===== src/rtl/fmap_stream_reader_pkg.sv =====
// Shared definitions for the feature-map stream reader dataflow.
// FSM encoding, default image geometry and padded-dimension helpers.
// Imported by the reader top and its output FIFO.
package fmap_stream_reader_pkg;

    typedef enum logic [1:0] {
        ST_IDLE   = 2'd0,
        ST_STREAM = 2'd1,
        ST_DRAIN  = 2'd2
    } fsm_state_e;

    localparam int DEF_IMG_WIDTH  = 64;
    localparam int DEF_IMG_HEIGHT = 64;
    localparam int DEF_PAD        = 1;

    // Output buffer depth; the issue credit check is sized against it.
    localparam int FIFO_DEPTH = 2;

    // Columns or rows including the zero border on both sides.
    function automatic int padded_dim(input int dim, input int pad);
        return dim + 2 * pad;
    endfunction

    // Beats emitted per frame.
    function automatic int frame_size(input int w, input int h, input int pad);
        return padded_dim(w, pad) * padded_dim(h, pad);
    endfunction

endpackage


===== src/rtl/stream_fifo2.sv =====
// Two-entry valid/ready FIFO holding returned pixels for the output port.
// Latency: one clock from push to out_vld; out_dat comes straight from a slot register.
// Backpressure: in_rdy drops when both slots are full; head stays stable until popped.
module stream_fifo2
    import fmap_stream_reader_pkg::*;
#(
    parameter int WIDTH = 16
) (
    input  logic             clk,
    input  logic             rst_n,
    input  logic             in_vld,
    output logic             in_rdy,
    input  logic [WIDTH-1:0] in_dat,
    output logic             out_vld,
    input  logic             out_rdy,
    output logic [WIDTH-1:0] out_dat,
    output logic [1:0]       level
);

    logic [1:0][WIDTH-1:0] slot_q, slot_d;
    logic                  wr_ptr_q, wr_ptr_d;
    logic                  rd_ptr_q, rd_ptr_d;
    logic [1:0]            level_q, level_d;
    logic                  push, pop;

    assign in_rdy  = (level_q != 2'(FIFO_DEPTH));
    assign out_vld = (level_q != 2'd0);
    assign out_dat = slot_q[rd_ptr_q];
    assign level   = level_q;
    assign push    = in_vld && in_rdy;
    assign pop     = out_vld && out_rdy;

    // Next slot contents, pointers and occupancy from push/pop.
    always_comb begin
        slot_d   = slot_q;
        wr_ptr_d = wr_ptr_q;
        rd_ptr_d = rd_ptr_q;
        if (push) begin
            slot_d[wr_ptr_q] = in_dat;
            wr_ptr_d         = ~wr_ptr_q;
        end
        if (pop) begin
            rd_ptr_d = ~rd_ptr_q;
        end
        level_d = level_q + 2'(push) - 2'(pop);
    end

    // Storage and pointer registers; reset empties the buffer.
    always_ff @(posedge clk or negedge rst_n) begin
        if (!rst_n) begin
            slot_q   <= '0;
            wr_ptr_q <= 1'b0;
            rd_ptr_q <= 1'b0;
            level_q  <= 2'd0;
        end else begin
            slot_q   <= slot_d;
            wr_ptr_q <= wr_ptr_d;
            rd_ptr_q <= rd_ptr_d;
            level_q  <= level_d;
        end
    end

endmodule


===== src/rtl/fmap_stream_reader.sv =====
// Streams a zero-padded feature map in raster order from a synchronous-read memory.
// Latency: first out_valid two clocks after start is sampled; then 1 pixel/clock.
// Backpressure: issue stalls on FIFO credit; the 2-entry FIFO holds beats while out_ready is low.
module fmap_stream_reader
    import fmap_stream_reader_pkg::*;
#(
    parameter int DATA_WIDTH = 16,
    parameter int IMG_WIDTH  = DEF_IMG_WIDTH,
    parameter int IMG_HEIGHT = DEF_IMG_HEIGHT,
    parameter int PAD        = DEF_PAD,
    parameter int ADDR_WIDTH = 12
) (
    input  logic                  clk,
    input  logic                  rst_n,
    input  logic                  start,
    output logic                  busy,
    output logic                  done,
    output logic                  mem_rd_en,
    output logic [ADDR_WIDTH-1:0] mem_rd_addr,
    input  logic [DATA_WIDTH-1:0] mem_rd_data,
    output logic [DATA_WIDTH-1:0] out_pixel,
    output logic                  out_valid,
    input  logic                  out_ready
);

    localparam int PW = padded_dim(IMG_WIDTH, PAD);
    localparam int PH = padded_dim(IMG_HEIGHT, PAD);
    localparam int CW = $clog2(PW + 1);
    localparam int RW = $clog2(PH + 1);

    fsm_state_e            state_q, state_d;
    logic [CW-1:0]         col_q, col_d;
    logic [RW-1:0]         row_q, row_d;
    logic [ADDR_WIDTH-1:0] rd_idx_q, rd_idx_d;   // address of the next interior read
    logic [ADDR_WIDTH-1:0] addr_q, addr_d;       // address of the last issued read
    logic                  infl_vld_q, infl_vld_d;
    logic                  infl_zero_q, infl_zero_d;

    logic                  interior;
    logic                  col_last, row_last;
    logic                  can_issue;
    logic                  pop;
    logic [2:0]            occ;
    logic [1:0]            fifo_level;
    logic                  fifo_in_rdy;
    logic [DATA_WIDTH-1:0] fifo_in_dat;

    // Interior test on the padded raster position; without a border every position is interior.
    if (PAD == 0) begin : g_nopad
        assign interior = 1'b1;
    end else begin : g_pad
        assign interior = (col_q >= CW'(PAD)) && (col_q < CW'(PAD + IMG_WIDTH)) &&
                          (row_q >= RW'(PAD)) && (row_q < RW'(PAD + IMG_HEIGHT));
    end

    assign col_last = (col_q == CW'(PW - 1));
    assign row_last = (row_q == RW'(PH - 1));

    // Credit counts occupancy after this cycle's pop so a full-rate stream never stalls.
    assign pop       = out_valid && out_ready;
    assign occ       = 3'(fifo_level) + 3'(infl_vld_q) - 3'(pop);
    assign can_issue = (state_q == ST_STREAM) && (occ < 3'(FIFO_DEPTH));

    assign busy        = (state_q != ST_IDLE);
    assign mem_rd_en   = can_issue && interior;
    assign mem_rd_addr = mem_rd_en ? rd_idx_q : addr_q;
    assign fifo_in_dat = infl_zero_q ? '0 : mem_rd_data;

    // Next-state, position walk and issue of one position per credited cycle.
    always_comb begin
        state_d     = state_q;
        col_d       = col_q;
        row_d       = row_q;
        rd_idx_d    = rd_idx_q;
        addr_d      = addr_q;
        infl_vld_d  = 1'b0;
        infl_zero_d = 1'b0;
        done        = 1'b0;
        case (state_q)
            ST_IDLE: begin
                if (start) begin
                    state_d  = ST_STREAM;
                    col_d    = '0;
                    row_d    = '0;
                    rd_idx_d = '0;
                end
            end
            ST_STREAM: begin
                if (can_issue) begin
                    infl_vld_d  = 1'b1;
                    infl_zero_d = !interior;
                    if (interior) begin
                        addr_d   = rd_idx_q;
                        rd_idx_d = rd_idx_q + ADDR_WIDTH'(1);
                    end
                    if (col_last) begin
                        col_d = '0;
                        if (row_last) begin
                            row_d   = '0;
                            state_d = ST_DRAIN;
                        end else begin
                            row_d = row_q + RW'(1);
                        end
                    end else begin
                        col_d = col_q + CW'(1);
                    end
                end
            end
            ST_DRAIN: begin
                if ((fifo_level == 2'd0) && !infl_vld_q) begin
                    state_d = ST_IDLE;
                    done    = 1'b1;
                end
            end
            default: state_d = ST_IDLE;
        endcase
    end

    // State, counters and the one-cycle in-flight stage; reset abandons any partial frame.
    always_ff @(posedge clk or negedge rst_n) begin
        if (!rst_n) begin
            state_q     <= ST_IDLE;
            col_q       <= '0;
            row_q       <= '0;
            rd_idx_q    <= '0;
            addr_q      <= '0;
            infl_vld_q  <= 1'b0;
            infl_zero_q <= 1'b0;
        end else begin
            state_q     <= state_d;
            col_q       <= col_d;
            row_q       <= row_d;
            rd_idx_q    <= rd_idx_d;
            addr_q      <= addr_d;
            infl_vld_q  <= infl_vld_d;
            infl_zero_q <= infl_zero_d;
        end
    end

    // Credit accounting guarantees room whenever the in-flight stage delivers.
    assert property (@(posedge clk) disable iff (!rst_n) infl_vld_q |-> fifo_in_rdy);

    stream_fifo2 #(
        .WIDTH (DATA_WIDTH)
    ) u_fifo (
        .clk     (clk),
        .rst_n   (rst_n),
        .in_vld  (infl_vld_q),
        .in_rdy  (fifo_in_rdy),
        .in_dat  (fifo_in_dat),
        .out_vld (out_valid),
        .out_rdy (out_ready),
        .out_dat (out_pixel),
        .level   (fifo_level)
    );

endmodule


===== config.mk =====
export PLATFORM = sky130hd
export DESIGN_NAME = fmap_stream_reader
export DESIGN_NICKNAME = d
export VERILOG_FILES = /design/src/rtl/fmap_stream_reader_pkg.sv /design/src/rtl/stream_fifo2.sv /design/src/rtl/fmap_stream_reader.sv
export SDC_FILE = /design/constraint.sdc
export NUM_CORES = 1
export LEC_CHECK = 0
export CAP_MARGIN = 0
export CORE_ASPECT_RATIO = 0.9
export CORE_MARGIN = 3
export CORE_UTILIZATION = 46
export CTS_CLUSTER_SIZE = 10
export DETAILED_ROUTE_END_ITERATION = 10
export PLACE_DENSITY = 0.69
export SLEW_MARGIN = 0
export SYNTH_ARGS = -nofsm -noshare
export SYNTH_HDL_FRONTEND = slang
export SYNTH_HIERARCHICAL = 1
export SYNTH_SLANG_ARGS = --single-unit
export TNS_END_PERCENT = 10

===== constraint.sdc =====
create_clock -name clk -period 4.6 [get_ports clk]
set_input_delay 0.92 -clock clk [delete_from_list [all_inputs] [get_ports clk]]
set_output_delay 0.92 -clock clk [all_outputs]
set_load 0.1 [all_outputs]

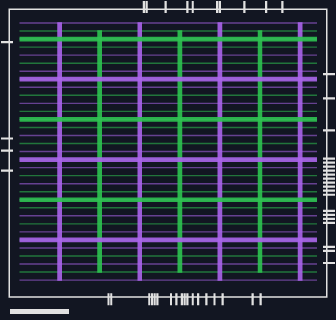
run_1/power_grid.png
Bar = 20 um. Pins as bars on the die edge.
legend:
  VDD:
    color: green
  VSS:
    color: purple
rows: 32
met4 straps: 7
met5 straps: 6
signal pins: 52
met1 rails: 33
die width: 107.0 um

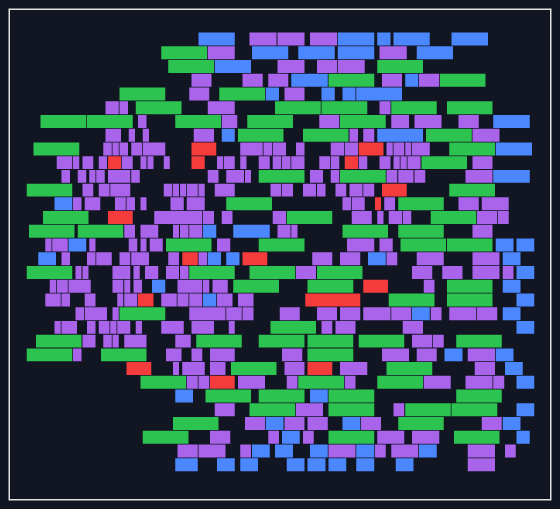
run_1/placement_by_type.png
legend:
  clock drivers and dummy loads:
    color: red
    cells: 16
    share_of_their_area: 3.8%
  flops:
    color: green
    cells: 78
    share_of_their_area: 38%
  other buffers and delay cells:
    color: blue
    cells: 65
    share_of_their_area: 15%
  combinational and other logic:
    color: purple
    cells: 262
    share_of_their_area: 43%
Core Rows: 32
Seq/total area: 36.91%

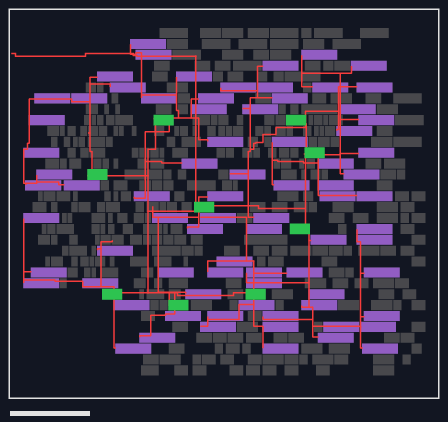
run_1/clk_routes.png
Bar = 20 um.
legend:
  flip-flops:
    color: purple
    count: 78
  clock wires:
    color: red
    length: 1,020 um
  clock drivers:
    color: green
    count: 9
flops lie: spread over the die
routed clock nets: 10
Latency at later pin: 360 ps

==> results.json, run 1 <==
{
  "io_pins": 52,
  "synthTopLogicFamily": "multiplexers",
  "rsz0062_at_grt": "false",
  "port_buffers": 51,
  "cts-root-buf": "clkbuf_8",
  "num_vias": 2934,
  "synthTopCellsByCount": "78 x dfrtp_1, 53 x mux2_2, 21 x nand2_1",
  "crit_path_start_kind": "flip-flop",
  "grt.met1_usage_pct": 23.59,
  "tap_cells": 119,
  "cts_made_buffers": 9,
  "synth_top_cell_by_area": "dfrtp_1",
  "outcome": "finished, final reports clean",
  "synth-main-ff-cell": "dfrtp_1",
  "slew-limit-headroom_pct": 23.07,
  "max_cap_violations": 0,
  "synth.distinct_cells": 48,
  "synthAoiAreaFrac_pct": 6.372,
  "syn-num-nets": 388,
  "post_layout_nonfiller_instances": 540,
  "drc_errors": 0,
  "timing.rr.end": "rd_idx_q[6]",
  "synth_seq_share_pct": 46.24,
  "cp-endpoint": "mem_rd_addr[6]",
  "seq_cells": 78,
  "gr-total-overflow": 0,
  "cts_max_level": 3,
  "syn_area_per_cell_um2": 11.76,
  "ys_sh_mux_pct": 22.20,
  "cts_resized": 2,
  "cts_hold_buf": 0,
  "use_met2_pct": 27.98,
  "fill_cells": 701,
  "ys_warn_count": 6,
  "crit_buf_inv": 2,
  "met3_usage_pct": 4.003,
  "slew_viol_final": 0,
  "wl_per_cell_um": 16.01,
  "cts.sinks": 78,
  "setup_viol": 0,
  "simple_gate_area_share_pct": 16.18,
  "ant_nets": 0
}
--- run 2 (diff from run 1) ---
Settings changed: ABC_CLOCK_PERIOD_IN_PS set to 4600, PLACE_DENSITY 0.69 to 0.7.
==> run 2 against run 1 <==
Net effect: sequential share of layout area is 0.096 points higher; die size stayed put; clock skew is 1.8 ps lower; critical endpoint is now mem_rd_addr[0].
==> results.json, run 2 <==
{
  "cp-endpoint": "mem_rd_addr[0]",
  "crit_path_start_kind": "flip-flop",
  "cts_max_level": 3,
  "num_vias": 2891,
  "synth.distinct_cells": 48,
  "post_layout_nonfiller_instances": 535,
  "timing.rr.end": "rd_idx_q[6]",
  "outcome": "finished, final reports clean",
  "synthTopCellsByCount": "78 x dfrtp_1, 53 x mux2_2, 21 x nand2_1",
  "rsz0062_at_grt": "false",
  "tap_cells": 119,
  "io_pins": 52,
  "slew-limit-headroom_pct": 24.09,
  "use_met2_pct": 26.77,
  "met3_usage_pct": 3.469,
  "synth_top_cell_by_area": "dfrtp_1",
  "fill_cells": 702,
  "setup_viol": 0,
  "row_count": 32,
  "simple_gate_area_share_pct": 16.18,
  "slew_viol_final": 0
}
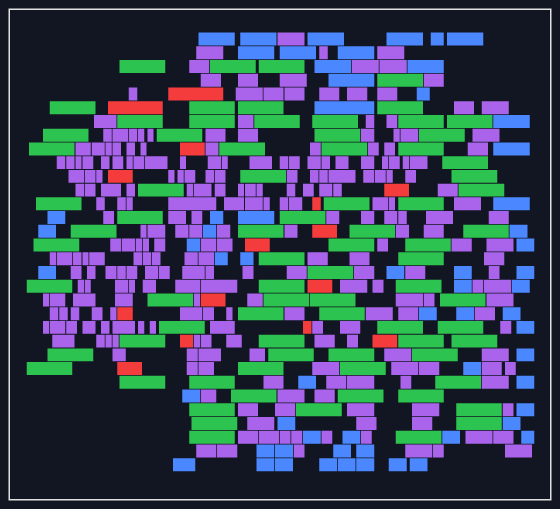
run_2/placement_by_type.png
legend:
  other buffers and delay cells:
    color: blue
    cells: 61
    share_of_their_area: 15%
  combinational and other logic:
    color: purple
    cells: 262
    share_of_their_area: 43%
  clock drivers and dummy loads:
    color: red
    cells: 15
    share_of_their_area: 4.1%
  flops:
    color: green
    cells: 78
    share_of_their_area: 38%
core area: 0.008768 mm2
Seq/total area: 37.00%
post-route cell area: 0.005275 mm2
fin util: 60.16%

